`config.mk`:
```
export PLATFORM = sky130hd
export DESIGN_NAME = ivs_pi_rr_mgr_flat
export DESIGN_NICKNAME = d
export VERILOG_FILES = /design/src/rtl/ivs_pi_rr_mgr_if.sv /design/src/rtl/ivs_pi_rr_mgr.sv /design/src/flat_wrapper.sv
export SDC_FILE = /design/constraint.sdc
export NUM_CORES = 1
export LEC_CHECK = 0
export CELL_PAD_IN_SITES_DETAIL_PLACEMENT = 0
export CELL_PAD_IN_SITES_GLOBAL_PLACEMENT = 2
export CORE_MARGIN = 4
export CORE_UTILIZATION = 38
export DETAILED_ROUTE_END_ITERATION = 8
export PLACE_DENSITY = 0.95
export SLEW_MARGIN = 20
export SYNTH_ARGS = -nofsm -noshare
export SYNTH_HDL_FRONTEND = slang
export SYNTH_SLANG_ARGS = --single-unit
```
`constraint.sdc`:
```
create_clock -name clk -period 13.85 [get_ports clk]
set_input_delay 2.77 -clock clk [delete_from_list [all_inputs] [get_ports clk]]
set_output_delay 2.77 -clock clk [all_outputs]
set_load 0.02 [all_outputs]
```
`src/rtl/ivs_pi_rr_mgr_if.sv`:
```
// ---------------------------------------------------------------------------
// ivs_pi_rr_mgr_if
// Descriptor-fetch DMA read port between the processing-instruction manager
// and the DMA engine.
//   dma_cmd_fetch_req  read-address valid          (master -> slave)
//   dma_ar_rdy         read-address accept         (slave  -> master)
//   dma_ar_base        read byte address, 32 bits  (master -> slave)
//   dma_ar_len         burst length minus one      (master -> slave)
//   dma_rdata_vld      read beat valid             (slave  -> master)
//   dma_rdata_last     last beat of the burst      (slave  -> master)
//   dma_rdata          64-bit read data            (slave  -> master)
//   dma_rdata_rdy      read beat ready             (master -> slave)
// ---------------------------------------------------------------------------
interface ivs_pi_rr_mgr_if;
  logic        dma_cmd_fetch_req;
  logic        dma_ar_rdy;
  logic [31:0] dma_ar_base;
  logic [4:0]  dma_ar_len;
  logic        dma_rdata_vld;
  logic        dma_rdata_last;
  logic [63:0] dma_rdata;
  logic        dma_rdata_rdy;

  modport master (
    output dma_cmd_fetch_req, dma_ar_base, dma_ar_len, dma_rdata_rdy,
    input  dma_ar_rdy, dma_rdata_vld, dma_rdata_last, dma_rdata
  );

  modport slave (
    input  dma_cmd_fetch_req, dma_ar_base, dma_ar_len, dma_rdata_rdy,
    output dma_ar_rdy, dma_rdata_vld, dma_rdata_last, dma_rdata
  );
endinterface

```
`src/rtl/ivs_pi_rr_mgr.sv`:
```
// ---------------------------------------------------------------------------
// ivs_pi_rr_mgr
// Round-robin processing-instruction manager. Watches per-channel doorbells,
// grants one channel at a time, fetches its command descriptor over the DMA
// read port, hands the decoded frame parameters to the engine and clears
// the doorbell once the engine reports completion.
// Ports:
//   clk, rst_n            clock, asynchronous active-low reset
//   dma_ci                doorbell level per channel
//   dma_cmd_base          descriptor table base address
//   bus (master)          descriptor read port (see ivs_pi_rr_mgr_if)
//   frm_*                 decoded frame parameters of the granted channel
//   slot_ch               channel currently granted
//   slot_load_par         pulse: frm_* updated this cycle
//   slot_start            pulse: wake the engine
//   slot_pro_done         engine completion (honoured only while waiting)
//   ci_clr                one-hot doorbell clear pulse
//   desc_err              pulse: burst ended at the wrong beat
//   busy                  FSM not idle
// ---------------------------------------------------------------------------
module ivs_pi_rr_mgr #(
  parameter int NUM_CH     = 32,
  parameter int CH_W       = 5,
  parameter int DESC_BEATS = 4,
  parameter int DESC_SH    = 5
) (
  input  logic                clk,
  input  logic                rst_n,
  input  logic [NUM_CH-1:0]   dma_ci,
  input  logic [31:0]         dma_cmd_base,
  ivs_pi_rr_mgr_if.master     bus,
  output logic [2:0]          frm_mode,
  output logic [2:0]          frm_format,
  output logic [15:0]         frm_line_stride,
  output logic [15:0]         frm_width,
  output logic [15:0]         frm_height,
  output logic [15:0]         frm_x_steps,
  output logic [15:0]         frm_y_steps,
  output logic [15:0]         frm_x_stride,
  output logic [15:0]         frm_y_stride,
  output logic [31:0]         frm_i_base,
  output logic [31:0]         frm_o_base,
  output logic [CH_W-1:0]     slot_ch,
  output logic                slot_load_par,
  output logic                slot_start,
  input  logic                slot_pro_done,
  output logic [NUM_CH-1:0]   ci_clr,
  output logic                desc_err,
  output logic                busy
);

  localparam int BC_W = $clog2(DESC_BEATS);
  localparam logic [BC_W-1:0] LAST_BEAT = BC_W'(DESC_BEATS - 1);

  typedef enum logic [2:0] {
    S_IDLE = 3'd0, S_SEL = 3'd1, S_AR = 3'd2, S_RD = 3'd3,
    S_LOAD = 3'd4, S_WAKE = 3'd5, S_WAIT = 3'd6, S_CLR = 3'd7
  } state_t;

  typedef struct packed {
    logic [2:0]  mode;
    logic [2:0]  format;
    logic [15:0] line_stride;
    logic [15:0] width;
    logic [15:0] height;
    logic [15:0] x_steps;
    logic [15:0] y_steps;
    logic [15:0] x_stride;
    logic [15:0] y_stride;
    logic [31:0] i_base;
    logic [31:0] o_base;
  } frm_t;

  state_t          state_r, state_s;
  logic [CH_W-1:0] slot_ch_r, slot_ch_s;
  logic [CH_W-1:0] last_grant_r, last_grant_s;
  logic            err_r, err_s;
  logic [BC_W-1:0] beat_cnt_r, beat_cnt_s;
  frm_t            stg_r, stg_s;
  frm_t            frm_r, frm_s;
  logic            fetch_req_r, rdata_rdy_r, load_par_r, start_r, busy_r, desc_err_r;
  logic [NUM_CH-1:0] ci_clr_r;

  // First requesting channel strictly after 'last', wrapping at NUM_CH.
  function automatic logic [CH_W-1:0] rr_pick(input logic [NUM_CH-1:0] req,
                                              input logic [CH_W-1:0]   last);
    logic [CH_W-1:0] pick;
    logic [CH_W-1:0] idx_c;
    logic            found;
    int              idx;
    pick  = last;
    found = 1'b0;
    for (int i = 1; i <= NUM_CH; i++) begin
      idx = int'(last) + i;
      if (idx >= NUM_CH) idx = idx - NUM_CH;
      else               idx = idx;
      idx_c = CH_W'(idx);
      if (!found && req[idx_c]) begin
        pick  = idx_c;
        found = 1'b1;
      end else begin
        pick  = pick;
        found = found;
      end
    end
    return pick;
  endfunction

  // Next-state, grant, beat capture and descriptor hand-over.
  always_comb begin
    state_s      = state_r;
    slot_ch_s    = slot_ch_r;
    last_grant_s = last_grant_r;
    err_s        = err_r;
    beat_cnt_s   = beat_cnt_r;
    stg_s        = stg_r;
    frm_s        = frm_r;
    case (state_r)
      S_IDLE: begin
        if (|dma_ci) state_s = S_SEL;
        else         state_s = S_IDLE;
      end
      S_SEL: begin
        if (|dma_ci) begin
          slot_ch_s = rr_pick(dma_ci, last_grant_r);
          state_s   = S_AR;
        end else begin
          state_s   = S_IDLE;
        end
      end
      S_AR: begin
        beat_cnt_s = BC_W'(0);
        if (bus.dma_ar_rdy) state_s = S_RD;
        else                state_s = S_AR;
      end
      S_RD: begin
        if (bus.dma_rdata_vld) begin
          case (beat_cnt_r)
            BC_W'(0): begin
              stg_s.mode        = bus.dma_rdata[2:0];
              stg_s.format      = bus.dma_rdata[6:4];
              stg_s.line_stride = bus.dma_rdata[31:16];
              stg_s.width       = bus.dma_rdata[47:32];
              stg_s.height      = bus.dma_rdata[63:48];
            end
            BC_W'(1): begin
              stg_s.x_steps  = bus.dma_rdata[15:0];
              stg_s.y_steps  = bus.dma_rdata[31:16];
              stg_s.x_stride = bus.dma_rdata[47:32];
              stg_s.y_stride = bus.dma_rdata[63:48];
            end
            BC_W'(2): begin
              stg_s.i_base = bus.dma_rdata[31:0];
              stg_s.o_base = bus.dma_rdata[63:32];
            end
            default: stg_s = stg_r;
          endcase
          if (beat_cnt_r != LAST_BEAT) beat_cnt_s = beat_cnt_r + BC_W'(1);
          else                         beat_cnt_s = beat_cnt_r;
          if (bus.dma_rdata_last) begin
            // stg_s already holds the beat arriving on this edge
            if (beat_cnt_r == LAST_BEAT) begin
              frm_s   = stg_s;
              state_s = S_LOAD;
            end else begin
              err_s   = 1'b1;
              state_s = S_CLR;
            end
          end else begin
            state_s = S_RD;
          end
        end else begin
          state_s = S_RD;
        end
      end
      S_LOAD: state_s = S_WAKE;
      S_WAKE: state_s = S_WAIT;
      S_WAIT: begin
        if (slot_pro_done) state_s = S_CLR;
        else               state_s = S_WAIT;
      end
      S_CLR: begin
        last_grant_s = slot_ch_r;
        err_s        = 1'b0;
        state_s      = S_IDLE;
      end
      default: state_s = S_IDLE;
    endcase
  end

  // State and datapath registers; outputs are decoded from the next state
  // so every pulse comes straight out of a flop in the cycle of that state.
  always_ff @(posedge clk or negedge rst_n) begin
    if (!rst_n) begin
      state_r      <= S_IDLE;
      slot_ch_r    <= CH_W'(0);
      last_grant_r <= CH_W'(NUM_CH - 1);
      err_r        <= 1'b0;
      beat_cnt_r   <= BC_W'(0);
      stg_r        <= '0;
      frm_r        <= '0;
      fetch_req_r  <= 1'b0;
      rdata_rdy_r  <= 1'b0;
      load_par_r   <= 1'b0;
      start_r      <= 1'b0;
      busy_r       <= 1'b0;
      desc_err_r   <= 1'b0;
      ci_clr_r     <= {NUM_CH{1'b0}};
    end else begin
      state_r      <= state_s;
      slot_ch_r    <= slot_ch_s;
      last_grant_r <= last_grant_s;
      err_r        <= err_s;
      beat_cnt_r   <= beat_cnt_s;
      stg_r        <= stg_s;
      frm_r        <= frm_s;
      fetch_req_r  <= (state_s == S_AR);
      rdata_rdy_r  <= (state_s == S_RD);
      load_par_r   <= (state_s == S_LOAD);
      start_r      <= (state_s == S_WAKE);
      busy_r       <= (state_s != S_IDLE);
      desc_err_r   <= (state_s == S_CLR) && err_s;
      ci_clr_r     <= (state_s == S_CLR) ? ({{(NUM_CH-1){1'b0}}, 1'b1} << slot_ch_s)
                                         : {NUM_CH{1'b0}};
    end
  end

  assign bus.dma_cmd_fetch_req = fetch_req_r;
  assign bus.dma_rdata_rdy     = rdata_rdy_r;
  assign bus.dma_ar_len        = 5'(DESC_BEATS - 1);
  assign bus.dma_ar_base       = dma_cmd_base + ({{(32-CH_W){1'b0}}, slot_ch_r} << DESC_SH);

  assign frm_mode        = frm_r.mode;
  assign frm_format      = frm_r.format;
  assign frm_line_stride = frm_r.line_stride;
  assign frm_width       = frm_r.width;
  assign frm_height      = frm_r.height;
  assign frm_x_steps     = frm_r.x_steps;
  assign frm_y_steps     = frm_r.y_steps;
  assign frm_x_stride    = frm_r.x_stride;
  assign frm_y_stride    = frm_r.y_stride;
  assign frm_i_base      = frm_r.i_base;
  assign frm_o_base      = frm_r.o_base;
  assign slot_ch         = slot_ch_r;
  assign slot_load_par   = load_par_r;
  assign slot_start      = start_r;
  assign ci_clr          = ci_clr_r;
  assign desc_err        = desc_err_r;
  assign busy            = busy_r;

endmodule
```
`src/flat_wrapper.sv`:
```
// flat-port wrapper written by rule: the top's interface ports become plain ports
module ivs_pi_rr_mgr_flat 
#(
  parameter int NUM_CH     = 32,
  parameter int CH_W       = 5,
  parameter int DESC_BEATS = 4,
  parameter int DESC_SH    = 5
)
  (clk, rst_n, dma_ci, dma_cmd_base, frm_mode, frm_format, frm_line_stride, frm_width, frm_height, frm_x_steps, frm_y_steps, frm_x_stride, frm_y_stride, frm_i_base, frm_o_base, slot_ch, slot_load_par, slot_start, slot_pro_done, ci_clr, desc_err, busy, bus_dma_cmd_fetch_req, bus_dma_ar_base, bus_dma_ar_len, bus_dma_rdata_rdy, bus_dma_ar_rdy, bus_dma_rdata_vld, bus_dma_rdata_last, bus_dma_rdata);
  ivs_pi_rr_mgr_if bus_i ();
  input  logic clk;
  input  logic rst_n;
  input  logic [NUM_CH-1:0] dma_ci;
  input  logic [31:0] dma_cmd_base;
  output logic [2:0] frm_mode;
  output logic [2:0] frm_format;
  output logic [15:0] frm_line_stride;
  output logic [15:0] frm_width;
  output logic [15:0] frm_height;
  output logic [15:0] frm_x_steps;
  output logic [15:0] frm_y_steps;
  output logic [15:0] frm_x_stride;
  output logic [15:0] frm_y_stride;
  output logic [31:0] frm_i_base;
  output logic [31:0] frm_o_base;
  output logic [CH_W-1:0] slot_ch;
  output logic slot_load_par;
  output logic slot_start;
  input  logic slot_pro_done;
  output logic [NUM_CH-1:0] ci_clr;
  output logic desc_err;
  output logic busy;
  output wire logic [$bits(bus_i.dma_cmd_fetch_req)-1:0] bus_dma_cmd_fetch_req;
  output wire logic [$bits(bus_i.dma_ar_base)-1:0] bus_dma_ar_base;
  output wire logic [$bits(bus_i.dma_ar_len)-1:0] bus_dma_ar_len;
  output wire logic [$bits(bus_i.dma_rdata_rdy)-1:0] bus_dma_rdata_rdy;
  input wire logic [$bits(bus_i.dma_ar_rdy)-1:0] bus_dma_ar_rdy;
  input wire logic [$bits(bus_i.dma_rdata_vld)-1:0] bus_dma_rdata_vld;
  input wire logic [$bits(bus_i.dma_rdata_last)-1:0] bus_dma_rdata_last;
  input wire logic [$bits(bus_i.dma_rdata)-1:0] bus_dma_rdata;
  assign bus_dma_cmd_fetch_req = bus_i.dma_cmd_fetch_req;
  assign bus_dma_ar_base = bus_i.dma_ar_base;
  assign bus_dma_ar_len = bus_i.dma_ar_len;
  assign bus_dma_rdata_rdy = bus_i.dma_rdata_rdy;
  assign bus_i.dma_ar_rdy = bus_dma_ar_rdy;
  assign bus_i.dma_rdata_vld = bus_dma_rdata_vld;
  assign bus_i.dma_rdata_last = bus_dma_rdata_last;
  assign bus_i.dma_rdata = bus_dma_rdata;
  ivs_pi_rr_mgr #(.NUM_CH(NUM_CH), .CH_W(CH_W), .DESC_BEATS(DESC_BEATS), .DESC_SH(DESC_SH)) u_core (.clk(clk), .rst_n(rst_n), .dma_ci(dma_ci), .dma_cmd_base(dma_cmd_base), .bus(bus_i), .frm_mode(frm_mode), .frm_format(frm_format), .frm_line_stride(frm_line_stride), .frm_width(frm_width), .frm_height(frm_height), .frm_x_steps(frm_x_steps), .frm_y_steps(frm_y_steps), .frm_x_stride(frm_x_stride), .frm_y_stride(frm_y_stride), .frm_i_base(frm_i_base), .frm_o_base(frm_o_base), .slot_ch(slot_ch), .slot_load_par(slot_load_par), .slot_start(slot_start), .slot_pro_done(slot_pro_done), .ci_clr(ci_clr), .desc_err(desc_err), .busy(busy));
endmodule
```
layers.png
Drawn at 2 px/um.
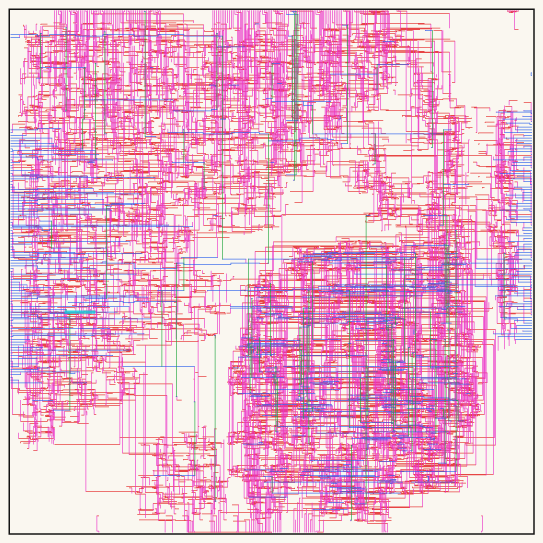
legend:
  magenta:
    layer: M2
    wire_length: 41.4 mm
  cyan:
    layer: M5
    wire_length: 13.8 um
  blue:
    layer: M3
    wire_length: 7430 um
  green:
    layer: M4
    wire_length: 3030 um
  red:
    layer: M1
    wire_length: 34.1 mm

clock_nets.png
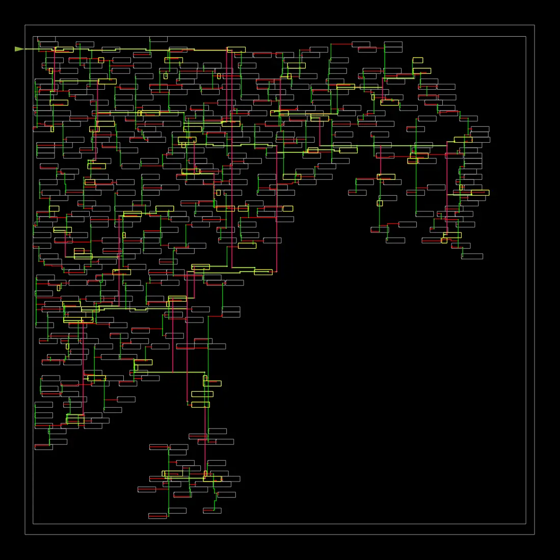
layout clock buffer count: 65
number of buffers created by CTS: 44
clk sink count: 418

m4.png
Drawn at 2 px/um. Supply wires on this layer in gray.
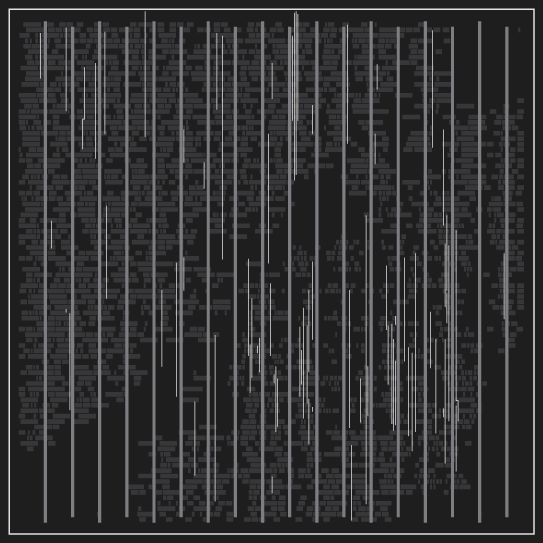
longest straight run: 144 um
wire length on this layer: 3030 um
share of all routed wire: 3.5%

util_map.png
Drawn at 1.5 px/um. 26 x 26 tiles, from white (low) to dark blue (high), 0 to 100% covered.
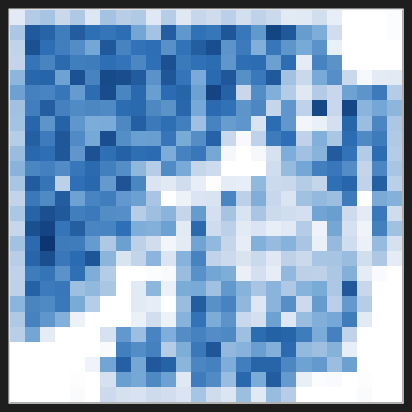
nearly empty tiles: 12%
mean over tiles: 43%
emptiest ninth of the die: lower left

ff_map.png
Drawn at 2 px/um. Other sequential cells in the stronger gray, the rest of the logic in the fainter gray.
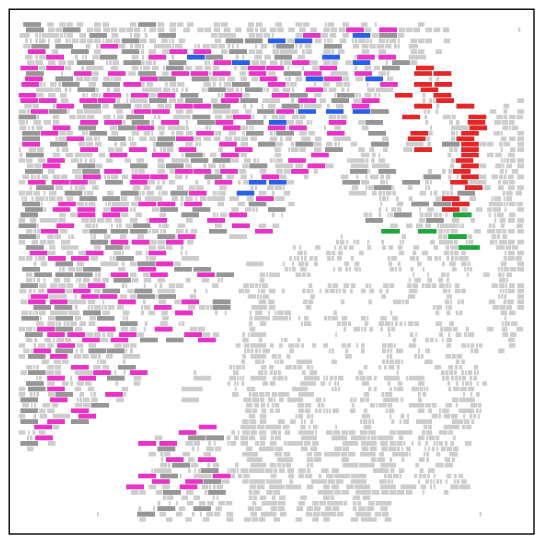
legend:
  blue:
    name_in_the_netlist: u_core.frm_x_steps
    flops: 16
    where: top center
  magenta:
    name_in_the_netlist: u_core.stg_r
    flops: 182
  red:
    name_in_the_netlist: u_core.ci_clr
    flops: 32
    where: upper right
  green:
    name_in_the_netlist: u_core.last_grant_r
    flops: 5
    where: middle right
Flop area: 10500 sq um
Seq/total area: 0.344

==> impl_metrics.json <==
{
  "slowest_delay_ns": 0.63,
  "cp_slowest_cell": "clkdlybuf4s50_1",
  "dp_cells": 3411,
  "finalWirelength_mm": 85.9,
  "netlist_instances": 2300,
  "cap_violations": 0,
  "post-route-period-util": 0.642,
  "numSynthFlops": 418,
  "crit_fanout": 6,
  "top_area_frac": 0.423,
  "path_cells": "clkdlybuf4s50_1 -> ha_1 -> inv_1 -> fa_1 -> inv_1 -> a21oi_1 -> o21bai_1 -> a21o_1 -> nand2b_1 -> nor3_1 -> nand3_1 -> xnor2_1 -> clkdlybuf4s50_1",
  "clockBufferDepth": 3,
  "drt_iter0_markers": 1844,
  "nNetsFinal": 2769,
  "edf_count": 0,
  "async_flop_share": 1.00,
  "slew_headroom": 0.245,
  "cp-endpoint": "bus_dma_ar_base[29]",
  "topCellsByArea": "dfrtp_1, mux2_2, mux2i_1",
  "ff2ff_setup_slack_ns": 6.72,
  "rr_worst_depth": 17,
  "finish.utilization": 0.480,
  "post-place-ws_ns": 4.94,
  "grt.overflow.total": 0,
  "clock_latency_ns": 0.58,
  "cp-end-kind": "output pin",
  "cts_setup_buffers": 0,
  "cts_tree": "yes",
  "die-area_sq_um": 68400,
  "fillers": 5742,
  "grt_pass1_vias": 20800,
  "antenna_found_initial": 5,
  "tightestPinTransition_ns": 1.13,
  "ys_types": 90,
  "synth.yosys.chip_area_sq_um": 24400,
  "crit_type": "in2out",
  "fmax_ghz": 0.113,
  "ctsResizeCount": 0,
  "setup_viol": 0,
  "grt_first_pass_wirelength_mm": 129,
  "layout_top_cell": "dfrtp_1",
  "clk_root_buffer_cell": "clkbuf_16",
  "finalHoldViolCount": 0,
  "clock_skew_ns": 0.0251,
  "clkTransAtPathRegs_ns": 0.06,
  "firstDrtPassIters": 8,
  "stdcell_count": 3494,
  "arrival_ns": 6.12,
  "period_needed_ns": 8.89,
  "rows": 92,
  "gp_congestion": 0.982,
  "die_w_um": 262,
  "final.setup.worst_slack_ns": 4.96,
  "syn_avg_cell_area_sq_um": 10.6,
  "dieHeight_um": 262,
  "drive_gt1_frac": 0.166,
  "drc_errors": 0,
  "maxSlewViolCount": 0,
  "h-tree-depth": 2,
  "startpoint_type": "input pin",
  "syn_to_final_growth_pct": 24.5,
  "postCtsHoldBufs": 0,
  "yosys.stat.seqShare": 0.428,
  "ios": 396,
  "timing.setup.tns_ns": 0,
  "flop_cell": "dfrtp_1",
  "port_buffers": 380,
  "status": "finished, final reports clean",
  "initial_core_util": 0.386,
  "crit_start": "dma_cmd_base[5]",
  "worstPathRequired_ns": 11.08,
  "vias": 20300,
  "synth_area_sq_um": 24400,
  "final_cell_mix": "dfrtp_1, clkdlybuf4s50_1, nor2_1, mux2i_1, mux2_2",
  "top_area_cell": "dfrtp_1",
  "grt.total_usage": 0.244,
  "warnings": 43,
  "avgRoutedWirePerCell_um": 24.6,
  "dp_hpwl_mm": 62.0,
  "logic_area_sq_um": 13300,
  "yosysWarnings": 0,
  "r2r_start": "u_core.last_grant_r[3]",
  "grt_max_degree": 131
}
[through the flow]
stage	hold slack [ns]	cell area [sq um]
2_1_floorplan	0.455	24400
3_3_place_gp	0.470	29000
3_5_place_dp	0.482	29000
4_1_cts	0.496	30300
5_1_grt	0.511	30400
6_report	0.492	30400
[Yosys cell counts (all sizes together), types with 20 or more instances]
| master | instances |
|---|---|
| a211oi | 21 |
| a21oi | 228 |
| buf | 42 |
| clkbuf | 108 |
| dfrtp | 413 |
| ha | 22 |
| inv | 28 |
| mux2 | 238 |
| mux2i | 252 |
| mux4 | 65 |
| nand2 | 84 |
| nand3 | 43 |
| nor2 | 281 |
| nor2b | 20 |
| nor3 | 47 |
| nor4 | 39 |
| o21ai | 51 |
| xnor2 | 40 |
[critical path, delay by kind of cell]
family,cells,cell delay (ns)
buffers and inverters,4,1.24
and+or+nand+nor,3,0.82
adders and majority gates,2,0.64
AOI/OAI and AO/OA,3,0.43
xor gates and xnor gates,1,0.19
[final cells by class]
type / instances / share of cell area
diodes: 5 / 0.000411
clock buffers: 65 / 0.0425
clock inverters: 12 / 0.00341
inverters: 29 / 0.00366
multi-input cells: 1706 / 0.437
flip-flops and latches: 418 / 0.344
well taps: 846 / 0.0348
repair buffers: 413 / 0.134
[state kept, by name, indices dropped and copies added (netlist names), 16 cells and up]
name,flops
u_core.frm_height,16
u_core.frm_o_base,32
u_core.frm_i_base,32
u_core.frm_width,16
u_core.frm_y_steps,16
u_core.frm_x_steps,16
u_core.frm_y_stride,16
u_core.ci_clr,32
u_core.stg_r,182
u_core.frm_line_stride,16
u_core.frm_x_stride,16
[how the worst min path moves through the flow]
stage / cells past startpoint / from / end / slack (ns)
3_3_place_gp: 1 / u_core.err_r / u_core.err_r / 0.47
3_5_place_dp: 1 / u_core.err_r / u_core.err_r / 0.48
4_1_cts: 1 / u_core.err_r / u_core.err_r / 0.50
2_1_floorplan: 1 / u_core.err_r / u_core.err_r / 0.45
5_1_grt: 1 / u_core.stg_r[74] / u_core.stg_r[74] / 0.51
6_report: 1 / u_core.err_r / u_core.err_r / 0.49
[metal layers]
metal  global-route usage  part of all wire
met5                    0           0.00015
met4               0.0856             0.035
met3               0.0692             0.087
met2                0.407              0.48
met1                0.305              0.40
[kinds of logic after synthesis]
group                    after synthesis  share of synthesized area
other                                  2                   0.000307
adder cells (fa/ha/maj)               23                     0.0121
multiplexers                         555                      0.273
flip-flops                           418                      0.428
AND-OR/OR-AND                        457                      0.115
buffers and inverters                179                     0.0320
AND/OR/NAND/NOR                      611                      0.118
XOR/XNOR                              55                     0.0206
